==> src/rtl/cdb_arbiter.sv <==
// cdb_arbiter: Common Data Bus arbiter for the Tomasulo back end.
//
// Every producer source has one holding slot. Each cycle, at most one
// buffered result is granted by round-robin, and the grant drives the
// registered CDB broadcast bus. A result whose tag is INVALID_TAG is never
// broadcast: its slot is flushed one cycle after it loads, and out_drop
// pulses for that cycle.
//
// Ports:
//   clk, rst            clock; synchronous active-high reset
//   in_src_valid[i]     source i offers a result (tag/val packed per source)
//   out_src_ready[i]    slot i is empty or is being granted this cycle
//   out_CDB_*           registered broadcast bus (valid pulse, tag, value,
//                       granted source index)
//   out_drop            pulse: one or more INVALID_TAG results were discarded
//   out_pending         count of occupied holding slots

module cdb_slot #(
   parameter int TAG_W = 5,
   parameter int VAL_W = 32
) (
   input  logic             clk,
   input  logic             rst,
   input  logic             load_i,
   input  logic             clr_i,
   input  logic [TAG_W-1:0] tag_i,
   input  logic [VAL_W-1:0] val_i,
   output logic             hv_o,
   output logic [TAG_W-1:0] tag_o,
   output logic [VAL_W-1:0] val_o
);
   logic             hv_q;
   logic [TAG_W-1:0] tag_q;
   logic [VAL_W-1:0] val_q;

   // A load takes priority over a clear. This lets a granted slot refill
   // in the same cycle with no bubble.
   always_ff @(posedge clk) begin
      if (rst) begin
         hv_q  <= 1'b0;
         tag_q <= '1;
         val_q <= '0;
      end else if (load_i) begin
         hv_q  <= 1'b1;
         tag_q <= tag_i;
         val_q <= val_i;
      end else if (clr_i) begin
         hv_q  <= 1'b0;
      end
   end

   assign hv_o  = hv_q;
   assign tag_o = tag_q;
   assign val_o = val_q;
endmodule

module cdb_arbiter #(
   parameter int               NUM_SRC     = 4,
   parameter int               TAG_W       = 5,
   parameter int               VAL_W       = 32,
   parameter logic [TAG_W-1:0] INVALID_TAG = '1
) (
   input  logic                         clk,
   input  logic                         rst,
   input  logic [NUM_SRC-1:0]           in_src_valid,
   input  logic [TAG_W*NUM_SRC-1:0]     in_src_tag,
   input  logic [VAL_W*NUM_SRC-1:0]     in_src_val,
   output logic [NUM_SRC-1:0]           out_src_ready,
   output logic                         out_CDB_broadcast,
   output logic [TAG_W-1:0]             out_CDB_tag,
   output logic [VAL_W-1:0]             out_CDB_val,
   output logic [$clog2(NUM_SRC)-1:0]   out_CDB_src,
   output logic                         out_drop,
   output logic [$clog2(NUM_SRC):0]     out_pending
);
   localparam int SRC_W  = $clog2(NUM_SRC);
   localparam int PEND_W = SRC_W + 1;

   logic [NUM_SRC-1:0]            hv, elig, inv_slot, grant, accept, clr, hv_d;
   logic [NUM_SRC-1:0][TAG_W-1:0] htag;
   logic [NUM_SRC-1:0][VAL_W-1:0] hval;

   logic [SRC_W-1:0]  rr_ptr_q, gnt_idx, cand;
   logic              gnt_any;
   logic              bcast_q, drop_q;
   logic [TAG_W-1:0]  tag_q;
   logic [VAL_W-1:0]  val_q;
   logic [SRC_W-1:0]  src_q;
   logic [PEND_W-1:0] pend_q, pend_d;

   // (base + k) mod NUM_SRC, for k < NUM_SRC. NUM_SRC need not be a power of 2.
   function automatic logic [SRC_W-1:0] wrap_add(input logic [SRC_W-1:0] base,
                                                 input int unsigned      k);
      int unsigned s;
      s = 32'(base) + k;
      if (s >= 32'(NUM_SRC)) s = s - 32'(NUM_SRC);
      return s[SRC_W-1:0];
   endfunction

   // Ready depends only on registered state (plus reset), never on valid.
   assign out_src_ready = rst ? '1 : (~hv | grant);
   assign accept        = in_src_valid & out_src_ready & {NUM_SRC{~rst}};
   assign clr           = grant | inv_slot;
   assign hv_d          = accept | (hv & ~clr);

   for (genvar i = 0; i < NUM_SRC; i++) begin : g_slot
      assign inv_slot[i] = hv[i] & (htag[i] == INVALID_TAG);
      assign elig[i]     = hv[i] & (htag[i] != INVALID_TAG);

      cdb_slot #(.TAG_W(TAG_W), .VAL_W(VAL_W)) u_slot (
         .clk    (clk),
         .rst    (rst),
         .load_i (accept[i]),
         .clr_i  (clr[i]),
         .tag_i  (in_src_tag[i*TAG_W +: TAG_W]),
         .val_i  (in_src_val[i*VAL_W +: VAL_W]),
         .hv_o   (hv[i]),
         .tag_o  (htag[i]),
         .val_o  (hval[i])
      );
   end

   // Round-robin: the first eligible slot at or after rr_ptr_q.
   always_comb begin
      grant   = '0;
      gnt_any = 1'b0;
      gnt_idx = '0;
      cand    = '0;
      for (int k = 0; k < NUM_SRC; k++) begin
         cand = wrap_add(rr_ptr_q, k);
         if (!gnt_any && elig[cand]) begin
            gnt_any = 1'b1;
            gnt_idx = cand;
         end
      end
      if (gnt_any) grant[gnt_idx] = 1'b1;
   end

   always_comb begin
      pend_d = '0;
      for (int i = 0; i < NUM_SRC; i++) pend_d = pend_d + PEND_W'(hv_d[i]);
   end

   // With no grant, the bus tag, value and source keep their last values.
   always_ff @(posedge clk) begin
      if (rst) begin
         rr_ptr_q <= '0;
         bcast_q  <= 1'b0;
         tag_q    <= INVALID_TAG;
         val_q    <= '0;
         src_q    <= '0;
         drop_q   <= 1'b0;
         pend_q   <= '0;
      end else begin
         bcast_q <= gnt_any;
         drop_q  <= |inv_slot;
         pend_q  <= pend_d;
         if (gnt_any) begin
            rr_ptr_q <= wrap_add(gnt_idx, 1);
            tag_q    <= htag[gnt_idx];
            val_q    <= hval[gnt_idx];
            src_q    <= gnt_idx;
         end
      end
   end

   assign out_CDB_broadcast = bcast_q;
   assign out_CDB_tag       = tag_q;
   assign out_CDB_val       = val_q;
   assign out_CDB_src       = src_q;
   assign out_drop          = drop_q;
   assign out_pending       = pend_q;
endmodule

==> config.mk <==
export PLATFORM = sky130hd
export DESIGN_NAME = cdb_arbiter
export DESIGN_NICKNAME = d
export VERILOG_FILES = /design/src/rtl/cdb_arbiter.sv
export SDC_FILE = /design/constraint.sdc
export NUM_CORES = 1
export LEC_CHECK = 0
export ABC_AREA = 1
export CORE_MARGIN = 8
export CORE_UTILIZATION = 40
export CTS_CLUSTER_SIZE = 8
export DETAILED_ROUTE_END_ITERATION = 12
export PLACE_DENSITY = 0.74
export SLEW_MARGIN = 15
export SYNTH_ARGS = -nofsm -noshare
export SYNTH_HDL_FRONTEND = slang
export SYNTH_SLANG_ARGS = --single-unit
==> constraint.sdc <==
create_clock -name clk -period 5.41 [get_ports clk]
set_input_delay 1.3525 -clock clk [delete_from_list [all_inputs] [get_ports clk]]
set_output_delay 1.3525 -clock clk [all_outputs]
set_load 0.01 [all_outputs]
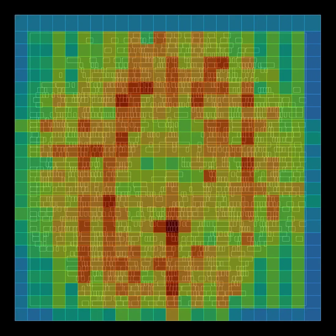
(routing congestion map)
Final Util: 51.9%
routed wire length per instance: 16.0 µm

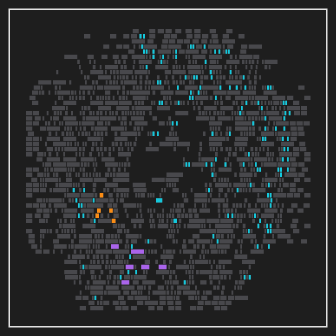
(gate families picked out)
family	colour	cells
AND and OR gates	orange	5
adder and majority cells	purple	6
NOR gates	cyan	134
Top cell excl fill/tap: nand2_1
combinational fraction of the cell area: 34.8%
Finished Layout Cells: 1818

==> GITHUB_STEP_SUMMARY <==
### Yosys + OpenROAD results

| Metric | Value |
|---|---|
| Via count | `around 9000` |
| Grt met3 use | `4.82%` |
| Initial antenna violation count | `0` |
| Post-synth EDFFs | `0` |
| Hold WS | `approximately 0.46 ns` |
| Top cell category | `combinational gates` |
| Slowest-stage cell, CP | `dfxtp_1` |
| Dpl ws | `around 0.97 ns` |
| Core Area | `~23000 µm²` |
| Largest net degree at the start of global routing | `86` |
| Share of layout cells above drive strength 1 | `under 10%` |
| Chip Width | `about 170 µm` |
| Grt met2 use | `a little under a third` |
| Slew Viols, Final | `0` |
| Hold/Removal Path Class | `reg -> reg` |
| VDD IR-drop max | `between 0.0004 and 0.0005 V` |
| Placed Cells | `~1800` |
| Nets@finish | `around 1700` |
| Yosys simple share | `about a third` |
| CP top delay family | `simple AND/OR/NAND/NOR gates` |
| Post-CTS setup buffer count | `0` |
| Routed WL | `29200 µm` |
| Die ar. | `28100 µm²` |
| Clock slew at reported path FFs | `around 0.070 ns` |
| Most common library cells after synthesis | `399 x nand2_1, 201 x nand3_1, 198 x dfxtp_1, 167 x inv_1, 132 x nor2_1` |
| Worst R2R End | `out_pending[1]` |
| Crit share post-route | `~92%` |
| Synth top cell by count | `nand2_1` |
| Reg2reg setup slack | `0.98 ns` |
| Sink Count | `198` |
| Worst Setup SP | `rr_ptr_q[0]` |
| Synth Area in XOR/XNOR | `less than 1%` |
| Setup TNS | `0 ns` |
| Worst EP arrival | `3.63 ns` |
| Slew @ Worst Pin | `just over 0.9 ns` |
| Number of remaining DRC errors | `0` |
| Warning count from the yosys run | `0` |
| WHS Path Cells | `2` |
| Clock Skew | `0.0109 ns` |
| GRT Util Overall | `20.4%` |
| WHS Endpoint | `g_slot[0].u_slot.val_o[8]` |
| Minimum clock period | `4.98 ns` |
| DP Wirelength | `20600 µm` |
| Clk_buf instances | `19` |
| Area growth, synth to finish | `27.8%` |
| RSZ-0062 raised after global routing | `false` |
| P_sw | `~2.6 mW` |
| Max-slew headroom | `38.1%` |
| Sequential cell area | `a little under 4000 µm²` |
| Inverters, non-clock | `approximately 170` |
| Aoi share | `approximately 8.5%` |
| Drt initial violations | `734` |
| Crit path buffers/inverters | `4` |
| Main flop type | `dfxtp_1` |
| DRT antenna net count | `0` |
| DRT Pass-1 Iters | `5` |
| DR top layer | `met4` |
| # Max-Cap Violations | `0` |
| FF-to-FF Start | `rr_ptr_q[0]` |
| Dominant logic cell types in the final layout | `399 x nand2_1, 201 x nand3_1, 200 x clkdlybuf4s50_1` |
| Setup violators final | `0` |
| Adder share | `less than 1%` |
| Cts hold-fix bufs | `0` |
| Seq. pwr | `1.80 mW` |
| Pre-Place Util | `around two fifths` |
| First-pass GRT wire length | `approximately 46000 µm` |
| Critical Path Stages | `13` |
| YS chip area | `9200 µm²` |
| Wire length on met3 | `approximately 2000 µm` |
| Mux share | `0%` |
| GR Util met1 | `28.4%` |
| Num tapcells | `approximately 290` |
| GRT overflow | `0` |
| Met2 Wirelength | `~13000 µm` |
| Power in combinational cells | `2.79 mW` |
| Sequential power share | `30.7%` |
| Cts bufs inserted | `17` |
| Outcome | `complete, no violations` |
| CP Capture Type | `output port` |
| CP startpoint kind | `register` |
| Clk root buf | `clkbuf_16` |
| Synth async-reset ratio | `0%` |
| IO Pins | `between 200 and 250` |
| CTS tree | `done` |
| Fmax | `~200 MHz` |
| CTS max path bufs | `2` |
| Cell type with the largest total area | `dfxtp_1` |
| Seq_cells | `slightly below 200` |
| Maximum level of the CTS H-tree | `4` |
| Pint | `about 3.3 mW` |
| Pwr dens | `roughly 500 nW/µm²` |
| OpenROAD warning count | `28` |
| N_diodes | `0` |
| # Cells Yosys | `~1400` |
| Post-cts sizing count | `0` |
| Pwr top | `combinational logic` |
| Setup ws final | `about 0.43 ns` |
| Leak Pwr | `5.42 nW` |
| Max reg flops | `around 130` |
| Routability Congestion | `~0.89` |
| Worst EP required | `a little over 4 ns` |
| Power share of the combinational group | `between 40% and 50%` |
| GRT Max-Usage Layer | `met2` |
| Synth Instances | `roughly 1400` |
| Library cells used by synthesis | `29` |
| Hold Startpoint | `g_slot[0].u_slot.val_o[8]` |
| Fin. Hold Viols | `0` |
No activity file was given, so power comes from the tool's default toggle rates.
